**src/rtl/stage_seq_pkg.sv**
```systemverilog
// Shared types and default timing constants for the stage power-up sequencer.
package stage_seq_pkg;

  typedef enum logic [2:0] {
    StIdle   = 3'd0,
    StSettle = 3'd1,
    StWait   = 3'd2,
    StFinish = 3'd3,
    StError  = 3'd4
  } state_e;

  localparam int unsigned ClkHz          = 100_000_000;
  localparam int unsigned SettleDefault  = 4;
  // Five seconds at the system clock rate.
  localparam int unsigned TimeoutDefault = 5 * ClkHz;

endpackage

```
**src/rtl/seq_timer.sv**
```systemverilog
// Saturating counter with synchronous clear/increment and a compare-equal flag.
module seq_timer #(
  parameter int unsigned W = 32
) (
  input  logic         clk,
  input  logic         rst,
  input  logic         clr,
  input  logic         inc,
  input  logic [W-1:0] cmp,
  output logic         eq
);

  logic [W-1:0] count_d, count_q;

  always_comb begin
    count_d = count_q;
    if (clr) begin
      count_d = '0;
    end else if (inc && (count_q != '1)) begin
      count_d = count_q + 1'b1;
    end
  end

  always_ff @(posedge clk or negedge rst) begin
    if (!rst) begin
      count_q <= '0;
    end else begin
      count_q <= count_d;
    end
  end

  assign eq = (count_q == cmp);

endmodule

```
**src/rtl/stage_sequencer.sv**
```systemverilog
// Thermometer power-up sequencer: releases stages one at a time with settle gap and watchdog.
// Optional macro STAGE_SKIP_EN adds a skip_mask input that releases marked stages without waiting.
module stage_sequencer
  import stage_seq_pkg::*;
#(
  parameter int unsigned N_STAGE = 5,
  parameter int unsigned SETTLE  = SettleDefault,
  parameter int unsigned TIMEOUT = TimeoutDefault,
  parameter int unsigned TMO_W   = 32,
  localparam int unsigned IDX_W  = (N_STAGE > 1) ? $clog2(N_STAGE) : 1
) (
  input  logic               clk,
  input  logic               rst,
  input  logic               start,
  input  logic               abort,
  input  logic [N_STAGE-1:0] stage_done,
`ifdef STAGE_SKIP_EN
  input  logic [N_STAGE-1:0] skip_mask,
`endif
  output logic [N_STAGE-1:0] stage_en,
  output logic [IDX_W-1:0]   cur_stage,
  output logic               busy,
  output logic               done,
  output logic               err,
  output logic [IDX_W-1:0]   err_stage
);

  state_e             state_d, state_q;
  logic [N_STAGE-1:0] en_d, en_q;
  logic [IDX_W-1:0]   cur_d, cur_q;
  logic [IDX_W-1:0]   err_stage_d, err_stage_q;
  logic               busy_d, busy_q, done_d, done_q, err_d, err_q;

  logic               tmr_clr, tmr_inc, tmr_eq;
  logic [TMO_W-1:0]   tmr_cmp;
  logic [N_STAGE-1:0] skip, stage_bit;
  logic               cur_done, last;

`ifdef STAGE_SKIP_EN
  assign skip = skip_mask;
`else
  assign skip = '0;
`endif

  assign stage_bit = N_STAGE'(1) << cur_q;
  assign cur_done  = stage_done[cur_q] | skip[cur_q];
  assign last      = (cur_q == IDX_W'(N_STAGE - 1));
  // One timer serves both the settle gap and the watchdog.
  assign tmr_cmp   = (state_q == StWait) ? TMO_W'(TIMEOUT - 1) : TMO_W'(SETTLE - 1);

  seq_timer #(
    .W(TMO_W)
  ) u_timer (
    .clk(clk),
    .rst(rst),
    .clr(tmr_clr),
    .inc(tmr_inc),
    .cmp(tmr_cmp),
    .eq (tmr_eq)
  );

  always_ff @(posedge clk or negedge rst) begin
    if (!rst) begin
      state_q     <= StIdle;
      en_q        <= '0;
      cur_q       <= '0;
      err_stage_q <= '0;
      busy_q      <= 1'b0;
      done_q      <= 1'b0;
      err_q       <= 1'b0;
    end else begin
      state_q     <= state_d;
      en_q        <= en_d;
      cur_q       <= cur_d;
      err_stage_q <= err_stage_d;
      busy_q      <= busy_d;
      done_q      <= done_d;
      err_q       <= err_d;
    end
  end

  always_comb begin
    state_d     = state_q;
    en_d        = en_q;
    cur_d       = cur_q;
    err_stage_d = err_stage_q;
    tmr_clr     = 1'b0;
    tmr_inc     = 1'b0;
    if (abort) begin
      state_d = StIdle;
      en_d    = '0;
      cur_d   = '0;
      tmr_clr = 1'b1;
    end else begin
      case (state_q)
        StIdle, StFinish: begin
          if (start) begin
            state_d     = StSettle;
            en_d        = '0;
            cur_d       = '0;
            err_stage_d = '0;
            tmr_clr     = 1'b1;
          end
        end
        StSettle: begin
          if (skip[cur_q] || tmr_eq) begin
            en_d    = en_q | stage_bit;
            tmr_clr = 1'b1;
            // A skipped stage counts as done in the same edge it is released.
            if (!skip[cur_q]) begin
              state_d = StWait;
            end else if (last) begin
              state_d = StFinish;
            end else begin
              cur_d = cur_q + 1'b1;
            end
          end else begin
            tmr_inc = 1'b1;
          end
        end
        StWait: begin
          if (cur_done) begin
            tmr_clr = 1'b1;
            if (last) begin
              state_d = StFinish;
            end else begin
              state_d = StSettle;
              cur_d   = cur_q + 1'b1;
            end
          end else if (tmr_eq) begin
            state_d     = StError;
            err_stage_d = cur_q;
            en_d        = '0;
            tmr_clr     = 1'b1;
          end else begin
            tmr_inc = 1'b1;
          end
        end
        StError: ;
        default: state_d = StIdle;
      endcase
    end
  end

  always_comb begin
    busy_d = (state_d == StSettle) || (state_d == StWait);
    done_d = (state_d == StFinish);
    err_d  = (state_d == StError);
  end

  assign stage_en  = en_q;
  assign cur_stage = cur_q;
  assign busy      = busy_q;
  assign done      = done_q;
  assign err       = err_q;
  assign err_stage = err_stage_q;

endmodule

```
**config.mk**
```make
export PLATFORM = sky130hd
export DESIGN_NAME = stage_sequencer
export DESIGN_NICKNAME = d
export VERILOG_FILES = /design/src/rtl/stage_seq_pkg.sv /design/src/rtl/seq_timer.sv /design/src/rtl/stage_sequencer.sv
export SDC_FILE = /design/constraint.sdc
export NUM_CORES = 1
export LEC_CHECK = 0
export CAP_MARGIN = 20
export CORE_MARGIN = 5
export CORE_UTILIZATION = 35
export CTS_BUF_LIST = sky130_fd_sc_hd__clkbuf_4
export DETAILED_ROUTE_END_ITERATION = 7
export PLACE_DENSITY = 0.54
export SLEW_MARGIN = 20
export SYNTH_ARGS = -nofsm -noshare
export SYNTH_HDL_FRONTEND = slang
export SYNTH_HIERARCHICAL = 1
export SYNTH_SLANG_ARGS = --single-unit
```
**constraint.sdc**
```tcl
create_clock -name clk -period 7.28 [get_ports clk]
set_input_delay 1.456 -clock clk [delete_from_list [all_inputs] [get_ports clk]]
set_output_delay 1.456 -clock clk [all_outputs]
set_load 0.02 [all_outputs]
```
==> impl_metrics.tcl, run 1 <==
# metrics dict for downstream scripts
set metrics [dict create \
    setup_ws_ns 2.851 \
    simple_gate_share_pct 24.45 \
    grt_busiest_layer "met2" \
    yosysCellCount 346 \
    buffers 23 \
    grt_pass1_vias 2497 \
    crit_path_max_fanout 30 \
    n_fill_cell 939 \
    synth-main-ff-cell "dfrtp_1" \
    critPathMaxStageDelay_ns 0.84 \
    warning_count 29 \
    clk_share_pct 2.025 \
    synth_warnings 6 \
    yosysMostFrequentCell "dfrtp_1" \
    hpwl_um 5242 \
    intPower_uw 359.9 \
    dp_slack_ns 2.552 \
    holdWs_ns 0.5225 \
    nets 384 \
    slew_viol_final 0 \
    hold_start "err_stage[0]" \
    syn_to_final_growth_pct 11.70 \
    cts_buffers 5 \
    cts_tree "yes" \
    clkbuf_count 5 \
    status "completed" \
    cts_hold_buf 0 \
    ys_sh_adder_pct 2.340 \
    hold_depth 1 \
    pg_clk_uw 157 \
    cp.depth 11 \
    synth_flops 49 \
    dr_wl_met3_um 318 \
    worstMarginPinSlew_ns 1.035 \
    grt_pass1_wl_um 12650 \
    dominant_cells "combinational gates" \
    comb-power_uw 44.6 \
    drt-met1-wl_um 3406 \
    die_h_um 105.7 \
    fp.dieW_um 105.7 \
    endpoint "u_timer/count_q[31]" \
    hold_violations 0 \
    clockBufferDepth 2 \
    nMultiInputCombCells 280 \
    comb_share_pct 52.62 \
    h-tree-depth 2 \
    synth-async-reset-ratio_pct 100.0 \
    port_buffers 22 \
    end_kind "register" \
    synth_seq_share_pct 38.22 \
    clkPwrFrac_pct 32.9 \
    wl_per_cell_um 15.24 \
    cellLeakagePower_uw 0.001503 \
    pwr-share-comb_pct 9.3 \
    chipArea_um2 11180 \
    hp-class "reg2reg" \
    use_met3_pct 2.572 \
    postRouteAntennaNets 0 \
    path_buffers 1 \
    period_needed_ns 4.429 \
    seq_share_pct 34.22 \
    seq_area_um2 1226 \
    flops 49 \
    placed_area_um2 3511 \
    aoi_share_pct 13.88 \
    fin_tns_setup_ns 0 \
    swShare_pct 24.65 \
    drt_wl_total_um 7317 \
    synth.top_cell.area_share_pct 38.22 \
    seq-power_uw 276 \
    power_leader "registers" \
    worst_path_dominant_cell_family "simple AND/OR/NAND/NOR gates" \
    seqPwrFrac_pct 57.8 \
    drc 0 \
    layout_top_cell "dfrtp_1" \
    r2r-end "u_timer/count_q[31]" \
    path_clk_slew_ns 0.14 \
    use_met1_pct 18.78 \
    synth.mux.area_fraction_pct 4.095 \
    ys_area_um2 3208 \
    top_layer "met4" \
    clock_latency_ns 0.37 \
    use_met2_pct 22.09 \
    r2r_cells 11 \
    xor_area_share_pct 12.29 \
    lay_top_cells "dfrtp_1 (49), xor2_1 (33), nor2_1 (27)" \
    core-area_um2 9109 \
    total_power_uw 477.7 \
    dp.cells 473 \
    yosysTopAreaCell "dfrtp_1" \
    first_pass_iters 4 \
    clockRootBuffer "clkbuf_4" \
    comb_area_um2 1886 \
    ir_drop_mv 0.08256 \
    fin_worst_skew_ns 0.01136 \
    syn_inst 346 \
    worst-endpoint-arrival_ns 4.70 \
    synth_cell_types 54 \
    switching_power_uw 117.8 \
    layout-drive-gt1-share_pct 9.214 \
    crit_chain "nand2b_1 -> nor2_2 -> xor2_1 -> nor4_1 -> nand4_1 -> nor2_1 -> a2111oi_0 -> inv_1 -> a41o_1 -> nor3_1 -> mux2_2" \
    syn_area_um2 3208 \
    startpoint "state_q[1]" \
    clkSinkCount 49 \
    min_to "err_stage[0]" \
    rows 35 \
    crit_required_ns 7.55 \
    num_vias 2617 \
    synth-edff-count 0 \
    io_pins 23 \
    reg2reg_setup_slack_ns 2.85 \
    setup_viol 0 \
    place_congestion 0.7993 \
    fmax_ghz 0.2258 \
    start_kind "register" \
    final-instance-count-excl-fill 480 \
    top_logic_kind "simple AND/OR/NAND/NOR gates" \
    period_used_pct 60.84 \
    overflow 0 \
    post_cts.repair.setup_buffers 0 \
    inverters 10 \
    slowest_stage "nor2_2" \
    final_area_um2 3583 \
    fp_util_pct 35.22 \
    buffer_area_share_pct 6.215 \
    relSlewSlack_pct 30.90 \
    diodes 0 \
]
## run 1: flip-flops by register name, indices dropped and copies added, names as in the netlist
signal / cells
state_q: 3
err: 1
stage_en: 5
cur_stage: 3
busy: 1
err_stage: 3
done: 1
u_timer/count_q: 32
## run 1: worst register-to-register path: cells and delay by family, from the launching register on
| kind | cells | cell delay [ns] |
|---|---|---|
| AND-OR/OR-AND | 2 | 0.93 |
| XOR/XNOR | 1 | 0.21 |
| buffers and inverters | 1 | 0.10 |
| flip-flops | 1 | 0.56 |
| multiplexers | 1 | 0.31 |
| AND/OR/NAND/NOR | 6 | 2.23 |
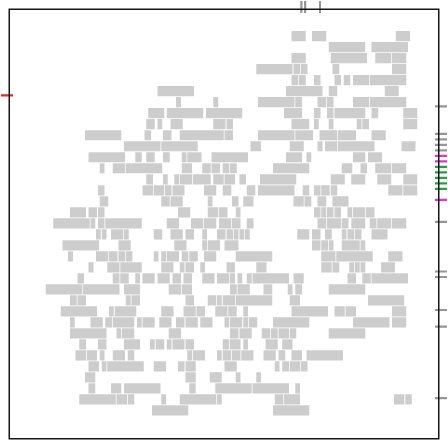
Figure 1: run 1, I/O pins on the die edge.
Pins as bars across the die edge, other pins in grey.
red -> clk  # pins 1, direction input, edge west
green -> stage_done  # pins 5, direction input, edge east
magenta -> err_stage  # pins 3, direction output, edge east
all pins by edge = 19 east, 3 north, 1 west

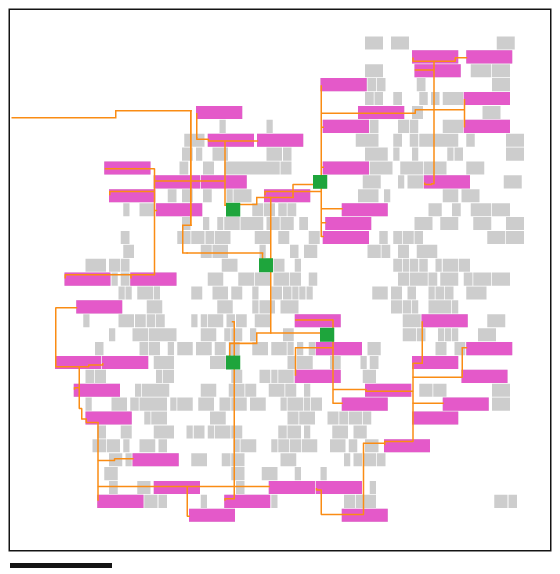
Figure 2: run 1, clock wires, drivers and flops.
The bar under the picture is 20 µm long.
magenta -> flip-flops  # count 49
green -> clock drivers  # count 5
orange -> clock wires  # length 668 µm
flops lie = spread over the die
routed clock nets = 6

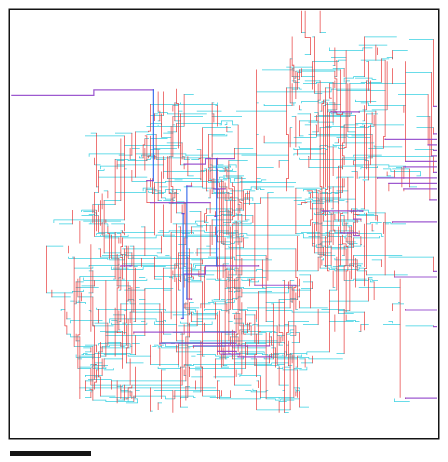
Figure 3: run 1, signal wires by layer.
The bar under the picture is 20 µm long.
cyan -> metal 1  # wire length 3,410 µm
red -> metal 2  # wire length 3,490 µm
purple -> metal 3  # wire length 318 µm
blue -> metal 4  # wire length 103 µm

Figure 4. Sequential cells coloured by netlist name (run 1).
Other sequential cells in the stronger grey, the rest of the logic in the fainter grey.
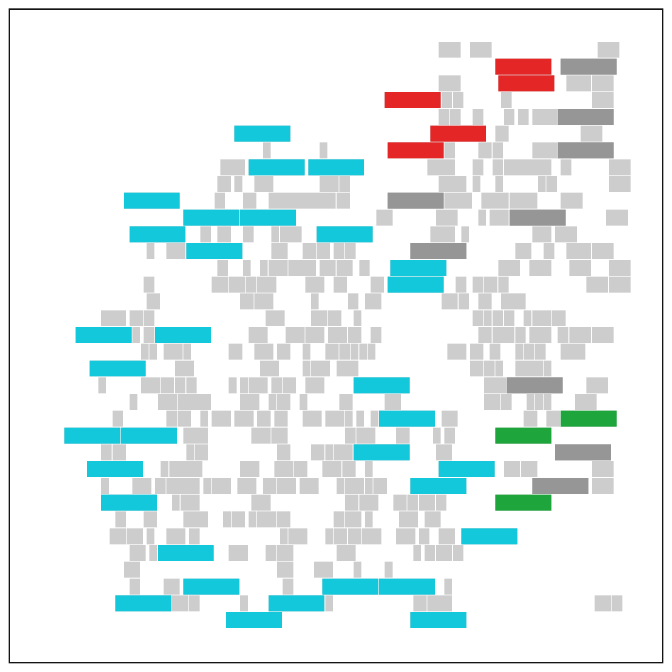

==> run 2, diff against run 1 <==
Settings changed: PLACE_DENSITY 0.54 to 0.56.
Clock period 7.28 ns to 3.6 ns, I/O delays scaled along.
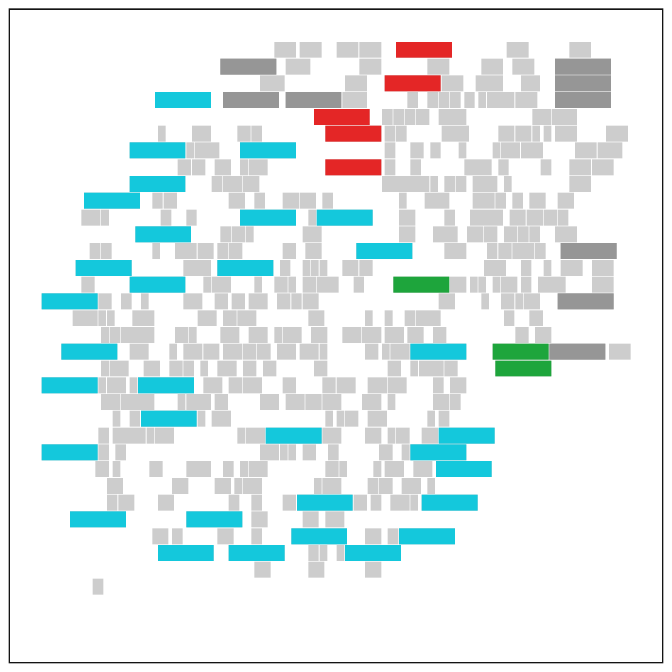
Figure 5: run 2, sequential cells coloured by netlist name.
Other sequential cells in the stronger grey, the rest of the logic in the fainter grey.
red -> stage_en  # sequential cells 5, where north
green -> state_q  # sequential cells 3
cyan -> u_timer/count_q  # sequential cells 32
not coloured = 9

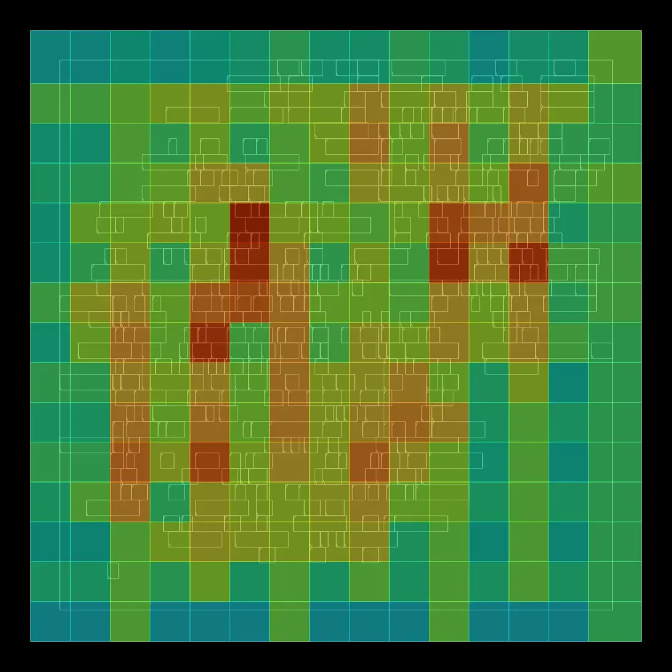
Figure 6: run 2, routing congestion.
GRT Total Usage: 14.01%
grt met1 use: 20.19%

==> run 2 against run 1 <==
Via count is 0.80% higher. Clock power is 56% higher. Sequential cell count stayed put. Critical path depth is 4 higher. Cell area is 3.4% higher. Routed wire length is 3.1% higher. Critical endpoint is now u_timer/count_q[18]. Largest power group unchanged.
==> impl_metrics.tcl, run 2 <==
# metrics dict for downstream scripts
set metrics [dict create \
    cts_buffers 5 \
    clkbuf_count 5 \
    cp.depth 15 \
    pwr-share-comb_pct 11.3 \
    end_kind "register" \
    synth.top_cell.area_share_pct 38.22 \
    yosysCellCount 346 \
    drt_wl_total_um 7546 \
    buffer_area_share_pct 9.561 \
    slew_viol_final 0 \
    crit_path_max_fanout 19 \
    seq_area_um2 1226 \
    cts_hold_buf 0 \
    diodes 0 \
    intPower_uw 664.9 \
    io_pins 23 \
    num_vias 2638 \
    comb-power_uw 102 \
    ir_drop_mv 0.1041 \
    setup_viol 0 \
    fin_worst_skew_ns 0.01566 \
    fp_util_pct 35.22 \
    layout_top_cell "dfrtp_1" \
    largest_reg_flops 32 \
    clkSinkCount 49 \
    switching_power_uw 239.3 \
    clkPwrFrac_pct 27.1 \
    nets 401 \
    seq_share_pct 33.11 \
    status "completed" \
    buffers 40 \
    crit_chain "nand2b_1 -> nor2_2 -> buf_6 -> xor2_1 -> nor4_1 -> nand4_1 -> nor2_1 -> a2111oi_2 -> buf_4 -> nand2_1 -> or3_1 -> buf_4 -> a2111oi_2 -> xnor2_1 -> nor2_1" \
    comb_share_pct 51.22 \
    holdWs_ns 0.2810 \
    seqPwrFrac_pct 61.6 \
    dp.cells 490 \
    largest_register "u_timer/count_q" \
    hpwl_um 5572 \
    r2r-end "u_timer/count_q[18]" \
    post_cts.repair.setup_buffers 0 \
    n_fill_cell 927 \
    clockBufferDepth 2 \
    overflow 0 \
    fin_tns_setup_ns 0 \
    critPathMaxStageDelay_ns 0.42 \
    grt_pass1_vias 2618 \
    use_met3_pct 2.205 \
    place_congestion 0.8036 \
    drc 0 \
    warning_count 29 \
    flops 49 \
    syn_to_final_growth_pct 15.44 \
    chipArea_um2 11180 \
    period_used_pct 91.55 \
    cellLeakagePower_uw 0.001576 \
    comb_area_um2 1897 \
    synth_flops 49 \
    use_met2_pct 22.31 \
    nMultiInputCombCells 280 \
    swShare_pct 26.47 \
    hp-class "in2async" \
    synth-edff-count 0 \
    syn_area_um2 3208 \
    core-area_um2 9109 \
    worst-endpoint-arrival_ns 3.55 \
    crit_required_ns 3.86 \
    r2r_cells 15 \
    slowest_stage "or3_1" \
    layout-drive-gt1-share_pct 13.18 \
    clockRootBuffer "clkbuf_4" \
    clk_share_pct 1.351 \
    path_clk_slew_ns 0.14 \
    lay_top_cells "dfrtp_1 (49), xor2_1 (33), nor2_1 (27)" \
    setup_ws_ns 0.3041 \
    yosysMostFrequentCell "dfrtp_1" \
    synth-main-ff-cell "dfrtp_1" \
    yosysTopAreaCell "dfrtp_1" \
    postRouteAntennaNets 0 \
    h-tree-depth 2 \
    synth_seq_share_pct 38.22 \
    synth_cell_types 54 \
    grt_busiest_layer "met2" \
    worstMarginPinSlew_ns 0.5646 \
    relSlewSlack_pct 62.01 \
    wl_per_cell_um 15.15 \
    clock_latency_ns 0.36 \
    total_power_uw 904.2 \
    fmax_ghz 0.3034 \
    inverters 10 \
    port_buffers 22 \
    path_buffers 3 \
]
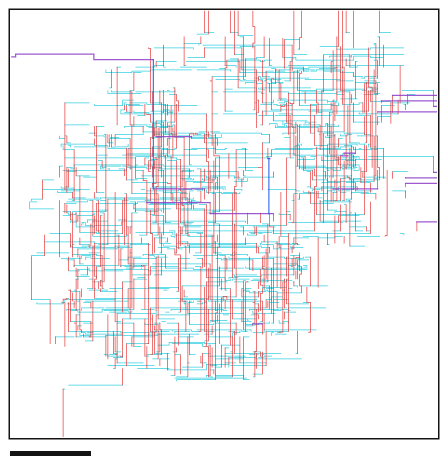
Figure 7: run 2, signal wires by layer.
The bar under the picture is 20 µm long.
purple -> metal 3  # wire length 168 µm
blue -> metal 4  # wire length 45.6 µm
cyan -> metal 1  # wire length 3,890 µm
red -> metal 2  # wire length 3,440 µm

## run 2: logic make-up (layout without fill, tap and decap cells)
| kind of cell | count (synthesis) | after routing | synth area share (%) |
|---|---|---|---|
| muxes | 12 | 12 | 4.095 |
| AOI/OAI and AO/OA | 64 | 64 | 13.88 |
| other | 2 | 14 | 0.2341 |
| adders and majority gates | 6 | 6 | 2.340 |
| and+or+nand+nor | 139 | 139 | 24.45 |
| DFF | 49 | 49 | 38.22 |
| xor gates and xnor gates | 45 | 45 | 12.29 |
| buffers and inverters | 29 | 58 | 4.485 |
## run 2: per-layer routing
layer	vias up	part of all wire (%)	wire length (µm)
met4	0	0.60	45
met3	4	2.2	168
li1	1329	-	-
met1	1281	52	3888
met5	-	0	0
met2	24	46	3444
Figure 8. Clock wires, drivers and flops (run 2).
The bar under the picture is 20 µm long.
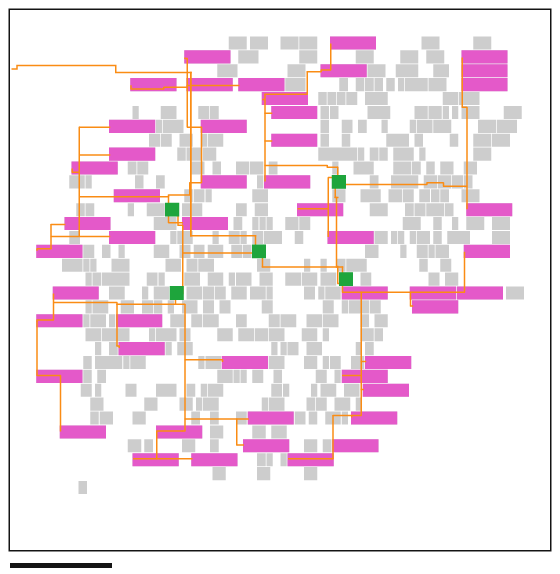

==> run 3, diff against run 2 <==
Settings changed: MAX_ROUTING_LAYER set to met4.
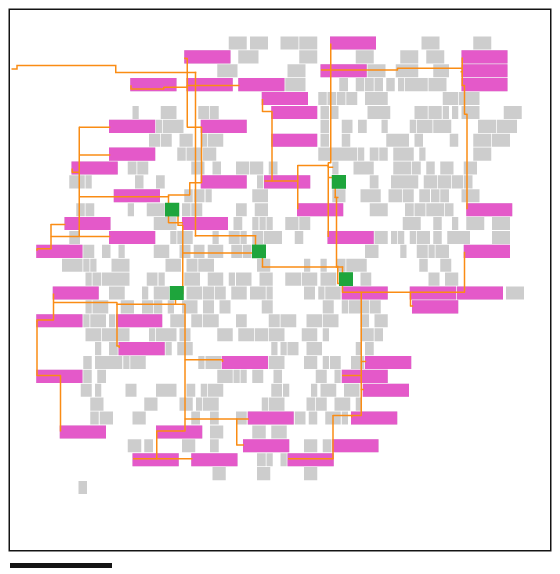
Figure 9: run 3, clock wires, drivers and flops.
The bar under the picture is 20 µm long.
magenta -> flip-flops  # count 49
orange -> clock wires  # length 677 µm
green -> clock drivers  # count 5
flops lie = spread over the die

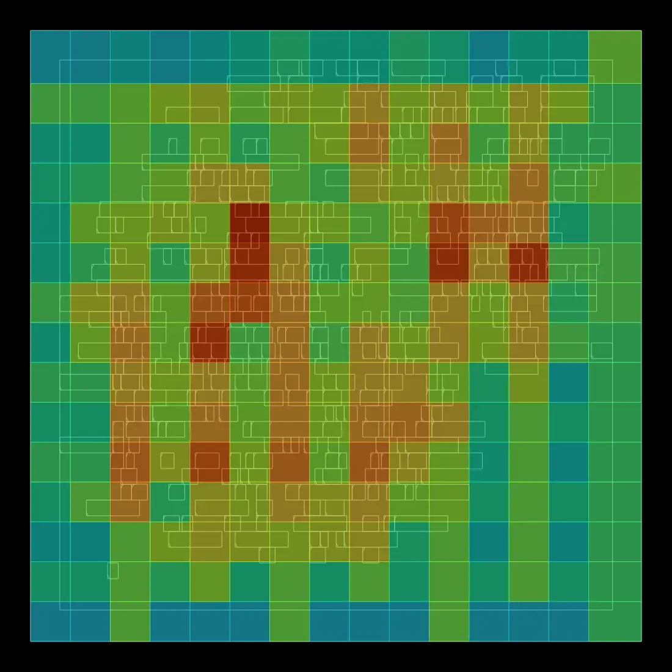
Figure 10: run 3, routing congestion.
grt met3 use: 2.205%
Post-Route Utilization: 40.66%
busiest grt layer: met2
GRT Total Usage: 14.39%
grt met2 use: 22.27%

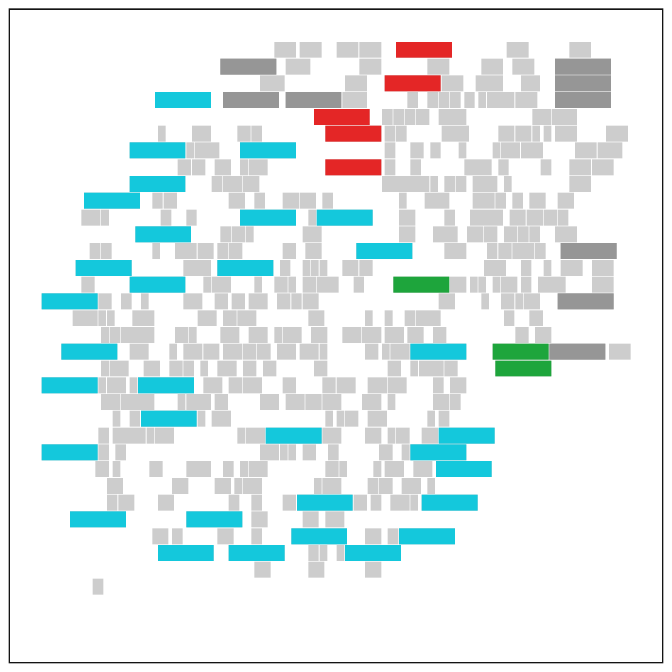
Figure 11: run 3, sequential cells coloured by netlist name.
Other sequential cells in the stronger grey, the rest of the logic in the fainter grey.
red -> stage_en  # sequential cells 5, where north
green -> state_q  # sequential cells 3
cyan -> u_timer/count_q  # sequential cells 32
not coloured = 9

==> run 3 against run 2 <==
First-iteration DRC count down 21%. Sequential cell count unchanged. Clock skew hardly changed. Critical path depth is the same. Combinational power is essentially flat. Maximum frequency increased by 0.73%. Via count increased by 0.11%. Synthesized cell count unchanged. Register-to-register slack gained 0.02 ns. Non-clock buffer count did not move. Worst hold slack improved by 0.0019 ns. Area after synthesis unchanged. Largest cell class unchanged.
==> impl_metrics.tcl, run 3 <==
# metrics dict for downstream scripts
set metrics [dict create \
    fin_worst_skew_ns 0.01551 \
    aoi_share_pct 13.88 \
    yosysTopAreaCell "dfrtp_1" \
    path_buffers 3 \
    num_vias 2641 \
    overflow 0 \
    intPower_uw 664.9 \
    synth.mux.area_fraction_pct 4.095 \
    comb-power_uw 102 \
    core-area_um2 9109 \
    r2r_cells 15 \
    grt_pass1_vias 2618 \
    nets 401 \
    critPathMaxStageDelay_ns 0.41 \
    ir_drop_mv 0.1040 \
    synth_flops 49 \
    clkPwrFrac_pct 27.1 \
    grt_pass1_wl_um 12940 \
    crit_path_max_fanout 19 \
    synth.top_cell.area_share_pct 38.22 \
    syn_avg_cell_area_um2 9.272 \
    io_pins 23 \
    xor_area_share_pct 12.29 \
    path_clk_slew_ns 0.14 \
    hpwl_um 5572 \
    synth_seq_share_pct 38.22 \
    simple_gate_share_pct 24.45 \
    hp-class "in2async" \
    synth-main-ff-cell "dfrtp_1" \
    fp_util_pct 35.22 \
    yosysCellCount 346 \
    drt_wl_total_um 7543 \
    cts_hold_buf 0 \
    dp.cells 490 \
    use_met1_pct 20.19 \
    seq-power_uw 557 \
    r2r-end "u_timer/count_q[18]" \
    swShare_pct 26.40 \
    largest_reg_flops 32 \
    seq_area_um2 1226 \
    cellLeakagePower_uw 0.001576 \
    synth-edff-count 0 \
    clock_latency_ns 0.36 \
    holdWs_ns 0.2830 \
    postRouteAntennaNets 0 \
    seqPwrFrac_pct 61.6 \
    ys_sh_adder_pct 2.340 \
    largest_register "u_timer/count_q" \
    lay_top_cells "dfrtp_1 (49), xor2_1 (33), nor2_1 (27)" \
    warning_count 29 \
    layout-drive-gt1-share_pct 13.18 \
    clockRootBuffer "clkbuf_4" \
    h-tree-depth 2 \
    pwr-share-comb_pct 11.3 \
    diodes 0 \
    layout_top_cell "dfrtp_1" \
    cts_buffers 5 \
    clkSinkCount 49 \
    end_kind "register" \
    total_power_uw 903.4 \
    relSlewSlack_pct 63.34 \
    period_used_pct 90.89 \
    switching_power_uw 238.5 \
    slew_viol_final 0 \
    worst-endpoint-arrival_ns 3.53 \
    drc 0 \
    fin_tns_setup_ns 0 \
    yosysMostFrequentCell "dfrtp_1" \
    chipArea_um2 11180 \
    top_logic_kind "simple AND/OR/NAND/NOR gates" \
    clockBufferDepth 2 \
    status "completed" \
    cp.depth 15 \
    worstMarginPinSlew_ns 0.5448 \
    synth_cell_types 54 \
    port_buffers 22 \
    setup_viol 0 \
    setup_ws_ns 0.3280 \
    place_congestion 0.8153 \
    slowest_stage "or3_1" \
    crit_required_ns 3.86 \
    die_h_um 105.7 \
    fmax_ghz 0.3056 \
]
run 3: timing repair:
action / 4_1_cts / 5_1_grt
endpoints found under the setup margin: 0 / 11
setup buffers: 0 / 0
gates resized: 0 / 5
endpoints found under the hold margin: 0 / 0
run 3: cell type report:
type | count | share of cell area [%]
Clock inverter | 3 | 0.3378
Tap cell | 111 | 3.750
Sequential cell | 49 | 33.11
Clock buffer | 5 | 1.014
Inverter | 10 | 1.014
Timing Repair Buffer | 40 | 9.561
Multi-Input combinational cell | 280 | 51.22
run 3: per-layer routing:
| metal | vias up | wire length, µm |
|---|---|---|
| li1 | 1328 | - |
| met1 | 1273 | 3812 |
| met2 | 36 | 3457 |
| met3 | 4 | 228 |
| met4 | 0 | 45 |
| met5 | - | 0 |
Power figures rest on the tool's default switching activity, not on a simulated workload.
